Figure 1. Routing congestion map.
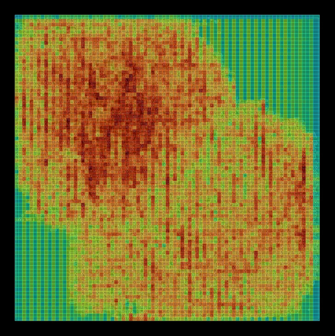
Figure 2. Placement by cell class.
Drawn at 1 px/µm. Fill, decap, tap and diode cells in grey.
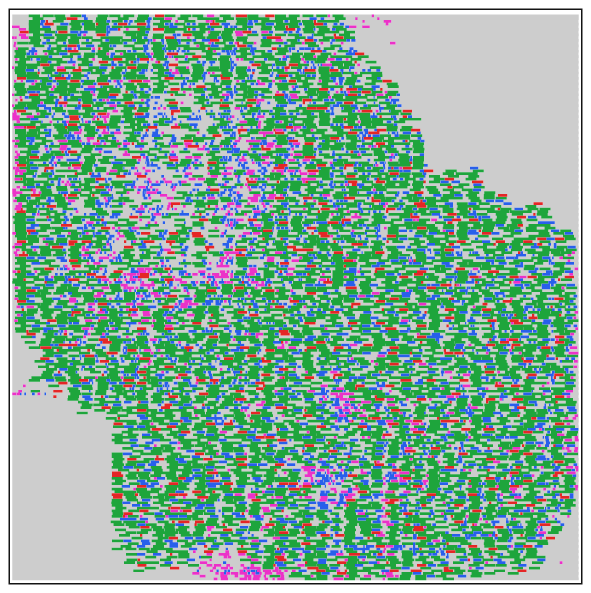
Figure 3. Sequential cells coloured by netlist name.
Drawn at 1 px/µm.
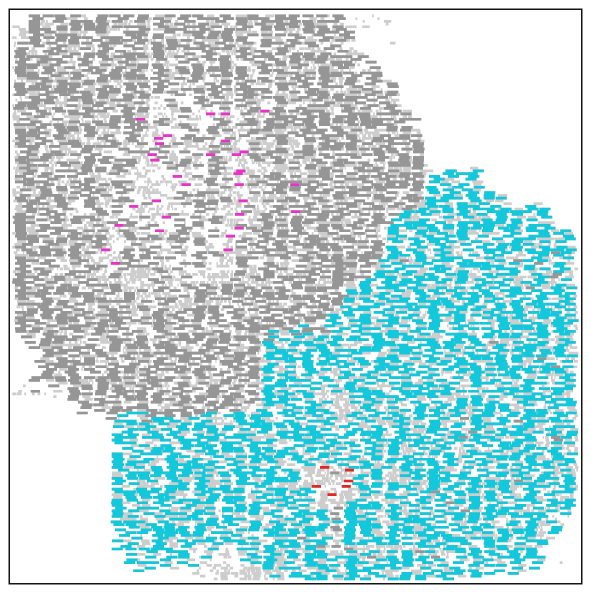
Figure 4. Routed clock nets over the placement.
Drawn at 1 px/µm.
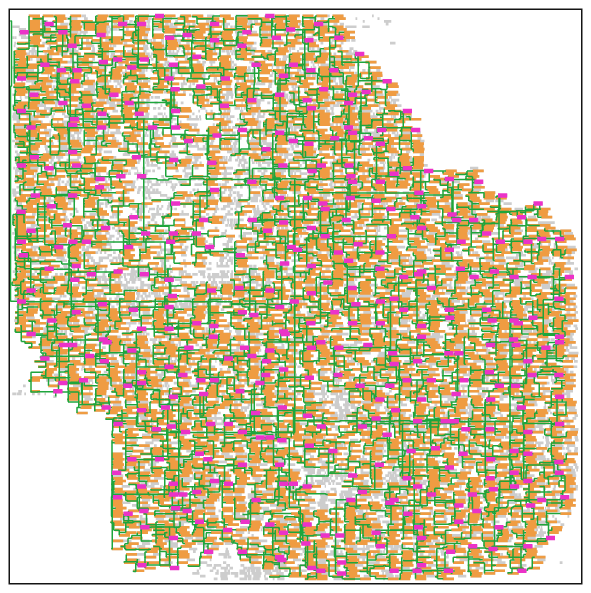
Figure 5. Supply network.
Drawn at 0.5 px/µm. Pins as bars on the die edge.
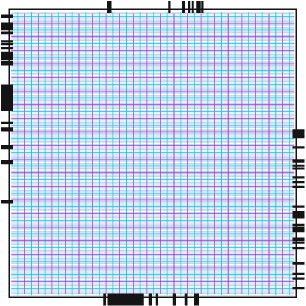
<file path="src/rtl/cpu_mem_responder.sv">
// Memory-side responder for the single-cycle MIPS CPU: instruction and data RAMs plus a
// boot loader that streams the program into instruction RAM before releasing the CPU.
module cpu_mem_responder #(
    parameter int unsigned IMEM_DEPTH = 64,
    parameter int unsigned DMEM_DEPTH = 64
) (
    input  logic        clock,
    input  logic        reset,
    input  logic [31:0] i_addr,
    output logic [31:0] i_datain,
    input  logic [31:0] d_addr,
    input  logic [31:0] d_dataout,
    input  logic        d_we,
    input  logic        d_re,
    output logic [31:0] d_datain,
    input  logic        ld_valid,
    input  logic [31:0] ld_data,
    input  logic        ld_last,
    output logic        ld_ready,
    output logic        start,
    output logic        addr_err
);
    localparam int unsigned IW = $clog2(IMEM_DEPTH);
    localparam int unsigned DW = $clog2(DMEM_DEPTH);

    typedef enum logic {StLoad, StRun} state_e;

    state_e        state_q, state_d;
    logic [IW-1:0] ld_ptr_q, ld_ptr_d;
    logic [31:0]   i_data_q, d_data_q;
    logic          err_q, err_d;

    logic [31:0] imem [IMEM_DEPTH];
    logic [31:0] dmem [DMEM_DEPTH];

    logic          run, ld_accept;
    logic [IW-1:0] i_idx;
    logic          i_oor, i_mis;
    logic [DW-1:0] d_idx;
    logic          d_oor, d_mis;

    assign run       = (state_q == StRun);
    assign ld_ready  = (state_q == StLoad);
    assign start     = run;
    assign ld_accept = ld_valid && ld_ready;

    // Word index from the byte address; any set bit above the index is out of range.
    assign i_idx = i_addr[IW+1:2];
    assign i_oor = |i_addr[31:IW+2];
    assign i_mis = |i_addr[1:0];
    assign d_idx = d_addr[DW+1:2];
    assign d_oor = |d_addr[31:DW+2];
    assign d_mis = |d_addr[1:0];

    assign i_datain = i_data_q;
    assign d_datain = d_data_q;
    assign addr_err = err_q;

    always_comb begin
        state_d  = state_q;
        ld_ptr_d = ld_ptr_q;
        err_d    = err_q;
        unique case (state_q)
            StLoad: begin
                if (ld_accept) begin
                    // The last RAM slot ends the load even without ld_last; the pointer never wraps.
                    if (ld_last || ld_ptr_q == IW'(IMEM_DEPTH - 1)) begin
                        state_d = StRun;
                    end else begin
                        ld_ptr_d = ld_ptr_q + 1'b1;
                    end
                end
            end
            StRun: begin
                if (i_oor || i_mis) begin
                    err_d = 1'b1;
                end
                if ((d_we || d_re) && (d_oor || d_mis)) begin
                    err_d = 1'b1;
                end
            end
            default: state_d = StLoad;
        endcase
    end

    always_ff @(posedge clock or posedge reset) begin
        if (reset) begin
            state_q  <= StLoad;
            ld_ptr_q <= '0;
            i_data_q <= '0;
            d_data_q <= '0;
            err_q    <= 1'b0;
        end else begin
            state_q  <= state_d;
            ld_ptr_q <= ld_ptr_d;
            err_q    <= err_d;
            if (run) begin
                i_data_q <= i_oor ? '0 : imem[i_idx];
                if (d_re) begin
                    d_data_q <= d_oor ? '0 : (d_we ? d_dataout : dmem[d_idx]);
                end
            end
        end
    end

    // RAM arrays carry no reset; writes are suppressed while reset is asserted.
    always_ff @(posedge clock) begin
        if (!reset && ld_accept) begin
            imem[ld_ptr_q] <= ld_data;
        end
        if (!reset && run && d_we && !d_oor) begin
            dmem[d_idx] <= d_dataout;
        end
    end

endmodule

</file>
<file path="config.mk">
export PLATFORM = sky130hd
export DESIGN_NAME = cpu_mem_responder
export DESIGN_NICKNAME = d
export VERILOG_FILES = /design/src/rtl/cpu_mem_responder.sv
export SDC_FILE = /design/constraint.sdc
export NUM_CORES = 2
export LEC_CHECK = 0
export ABC_CLOCK_PERIOD_IN_PS = 3710
export CAP_MARGIN = 30
export CORE_AREA = 2 2 569 571
export DETAILED_ROUTE_END_ITERATION = 6
export DIE_AREA = 0 0 571 573
export PLACE_DENSITY = 0.65
export REMOVE_ABC_BUFFERS = 1
export SYNTH_ARGS = -nofsm -noshare
export SYNTH_HDL_FRONTEND = slang
export SYNTH_SLANG_ARGS = --single-unit
</file>
<file path="constraint.sdc">
create_clock -name clock -period 3.71 [get_ports clock]
set_input_delay 0.5565 -clock clock [delete_from_list [all_inputs] [get_ports clock]]
set_output_delay 0.5565 -clock clock [all_outputs]
set_load 0.1 [all_outputs]
</file>
==> notes.org <==
#+TITLE: Flow metrics

** Critical path
- Startpoint type of the worst setup path :: flip-flop
- Source of the worst register-to-register timing path :: start
- STA puts the critical path data required time at ~3.2 ns.
- Worst reg-to-reg path cell count :: 7
- Cells along the critical path :: clkdlybuf4s50_1
- STA classifies the critical path endpoint as an output port.
- Signal arrival time at the worst endpoint :: a little under 3 ns
- Setup slack on the worst reg-to-reg path comes out at around 0.25 ns.
- Category of the most critical setup path :: reg -> out
- The largest single stage delay on the critical path is between 1 and 1.5 ns.
- STA lists the endpoint of the worst register-to-register path as d_datain[25].
- The slowest stage of the critical path is the clkdlybuf4s50_1 cell.
- Crit-path leading delay family :: buffers and inverters
- Maximum fanout encountered on the critical timing path :: 3

** STA
- Remaining max-slew budget at the tightest pin :: 0.193
- The final timing summary puts the cycle share of the worst path at 0.945.
- Final min period :: approximately 3.5 ns
- Highest clock rate :: 0.285 GHz
- Final hold violation count :: 0

** Floorplanning
- After floorplanning, the die was sized to cover around 330000 µm².
- Core outline area :: about 320000 µm²
- For this configuration, the core starts out at a cell density of 0.499.
- Cell row count :: 208
- Chip height :: 573 µm
- I/O pins :: approximately 200

** Routing
- Via count :: between 80000 and 90000
- Detailed-route iteration 0 reported a violation count of 14312.
- Final wirelength :: about 500000 µm
- Number of detailed-route iterations in the first pass :: 6
- Number of remaining DRC errors :: 0
- Mean routed wirelength per cell :: ~37 µm
- Dividing the detail-routed via count by the number of cells gives ~6.6.

** Logic synthesis
- Post-synthesis area per instance :: between 20 and 25 µm²
- Ys Warns :: 0
- Area share of xor/xnor cells in the synthesized design :: 0.000274
- The synthesized design contains 4096 enable-type register cells.
- Multiplexer area fraction after synthesis :: 0.123
- The most used flip-flop cell after synthesis is edfxtp_1.
- Synth Area in Adders :: 0.0000783
- Dominant kind of combinational cell :: multiplexers
- According to the Yosys statistics, the synthesized design has a chip area of around 160000 µm².
- Distinct lib cells :: around 74
- Cells in synth_stat.txt :: 7887
- AND/OR/NAND/NOR Cells, Area Fraction :: 0.0186
- Per Yosys stat, the portion of area used by sequential elements is 0.781.

** CTS
- In this run, post-CTS repair resized a total of 0 instances.
- Number of setup buffers added after CTS :: 0
- Counting every sink on the clock net gives 4168.
- Number of clock buffers inserted by TritonCTS :: about 410
- Cell chosen for the clock root :: clkbuf_16
- TritonCTS built the clock tree.
- The report puts the hold buffer count at CTS at 6.
- The clock passes through at most 4 buffers.

** Hold path
- The type recorded for the worst min-delay path is in -> reg.
- Count of cells along the worst hold path :: 1
- Worst hold path startpoint :: ld_data[26]

** GRT
- Global routing finished with a remaining overflow of 0.
- Vias in the first global route :: between 80000 and 90000
- The initial antenna violation count is roughly 67.
- Largest net degree at the start of global routing :: ~75

** Cells and area
- According to the finish report, the design has a final net count of about 9000.
- For the completed layout, the total cell area is recorded as 189000 µm².

** Power
- The final power report lists total power as about 0.1 W.
- The flow reported a cell area power density of about 520 nW/µm².
- Looking at the VDD voltage map, the peak drop is around 0.46 mV.

** Placed design
- Port Buffer Count :: 200
- Detailed placement HPWL :: 323000 µm
- Area after detailed placement :: approximately 180000 µm²

** Outcome
- The run finished with clean final reports.
Notes on Figure 1 above:
met3 usage: 0.0915
overall global routing resource usage: 0.306

Notes on Figure 2 above:
- remaining logic cells: blue (cells 3218; share of their area 18%)
- remaining buffers and delay cells: magenta (cells 1073; share of their area 6.4%)
- clock drivers and dummy loads: red (cells 762; share of their area 7.4%)
- registers: green (cells 4168; share of their area 68%)

Notes on Figure 3 above:
- ld_ptr_q: red (flops 6; where bottom centre)
- imem: cyan (flops 2048)
- d_datain: magenta (flops 32)
- not coloured: 2082
register area: 125000 µm²
post-layout util: 0.590
flip-flop and latch share of the layout cell area: 0.660
sequential logic power: 0.0517 W

Notes on Figure 4 above:
- flip-flops: orange (count 4168)
- clock wires: green (length 45.1 mm)
- clock-net drivers: magenta (count 414)
- flops lie: all over the die
power consumed by the clock network: 0.0418 W
Clock Skews: 0.0996 ns
part of the total power dissipated in the clock network: 0.422
insertion delay of the later-clocked pin in the worst-skew pair: 0.98 ns

Notes on Figure 5 above:
- VSS: cyan
- VDD: purple
- signal pins: 201
- met1 rails: 209
- met4 straps: 41

area by class of cell:
class / count / area (µm²)
Sequential cell: 4168 / 125000
Clock inverter: 232 / 2310
Multi-Input combinational cell: 3211 / 33500
Fill cell: 22869 / 131000
Inverter: 7 / 33.8
Antenna cell: 17 / 42.5
Tap cell: 4305 / 5390
Timing Repair Buffer: 1073 / 11800
Clock buffer: 530 / 11200
state kept, by name, summed over array words and instances (netlist names):
signal    cells
i_datain     32
start         1
d_datain     32
ld_ptr_q      6
addr_err      1
dmem       2048
imem       2048
cells in the mapped netlist, types with 38 or more instances:
cell	number	area share
buf_2	145	0.0045
a211oi_1	80	0.0038
a22oi_1	233	0.011
nand3_1	55	0.0017
a21oi_1	178	0.0056
o22a_1	51	0.0028
buf_4	83	0.0039
nand2_1	167	0.0039
mux2_2	151	0.011
nand2b_1	38	0.0015
clkbuf_1	205	0.0048
nor2_1	247	0.0058
dfrtp_1	72	0.011
o21ai_0	135	0.0042
a22o_1	59	0.0032
edfxtp_1	4096	0.77
buf_1	43	0.0010
a221oi_1	224	0.012
mux2i_1	499	0.031
mux4_2	561	0.079
o22ai_1	188	0.0074
cell families after synthesis:
group / after synthesis
compound gates: 1337
xor+xnor: 5
fa+ha+maj: 1
buf+inv: 508
flops: 4168
mux: 1225
simple gates: 643
cell usage in the layout, fill, tap and decap left out, drive strengths merged, types with 80 or more instances in the layout:
cell and count:
o22ai 188, clkdlybuf4s50 110, nor2 248, mux2 151, o21ai 135, a21oi 178, a211oi 80, clkbuf 534
nand2 167, edfxtp 4096, clkinv 174, a221oi 224, mux4 575, buf 950, mux2i 499, a22oi 233
layer usage:
metal | vias up | routed length [µm] | track usage
met5 | - | 208 | 0
met1 | 46497 | 189000 | 0.430
met4 | 30 | 24200 | 0.127
met3 | 1039 | 67800 | 0.0915
li1 | 35161 | - | -
met2 | 6324 | 224000 | 0.447
power by group:
group / internal (W) / total (W) / switching, W
clock network: 0.0240 / 0.0418 / 0.0179
logic: 0.00188 / 0.00561 / 0.00373
registers: 0.0517 / 0.0517 / 0.000000000146
total: 0.0775 / 0.0991 / 0.0216
metrics by stage:
stage | hold WS (ns) | setup TNS [ns] | setup slack (ns) | cells | utilization
floorplan | 0.546 | -1395.27 | -1.83 | 7386 | -
global placement | 0.473 | -264.20 | -0.264 | 12719 | 0.545
detailed placement | 0.462 | -143.40 | -0.203 | 12738 | 0.547
CTS | 0.000639 | 0 | 0.134 | 13506 | 0.589
global route | 0.00346 | 0 | 0.153 | 13529 | 0.590
finish | 0.0444 | 0 | 0.203 | 13543 | 0.590
worst max-delay path by stage:
stage | from | to | slack [ns] | cells past startpoint
3_5_place_dp | d_addr[9] | dmem[36][22] | -0.20 | 11
3_3_place_gp | d_addr[9] | dmem[36][22] | -0.26 | 11
5_1_grt | start | ld_ready | 0.15 | 3
6_report | d_datain[24] | d_datain[24] | 0.20 | 1
2_1_floorplan | d_addr[2] | dmem[6][0] | -1.83 | 3
4_1_cts | start | ld_ready | 0.13 | 3
Power figures rest on the tool's default switching activity, not on a simulated workload.
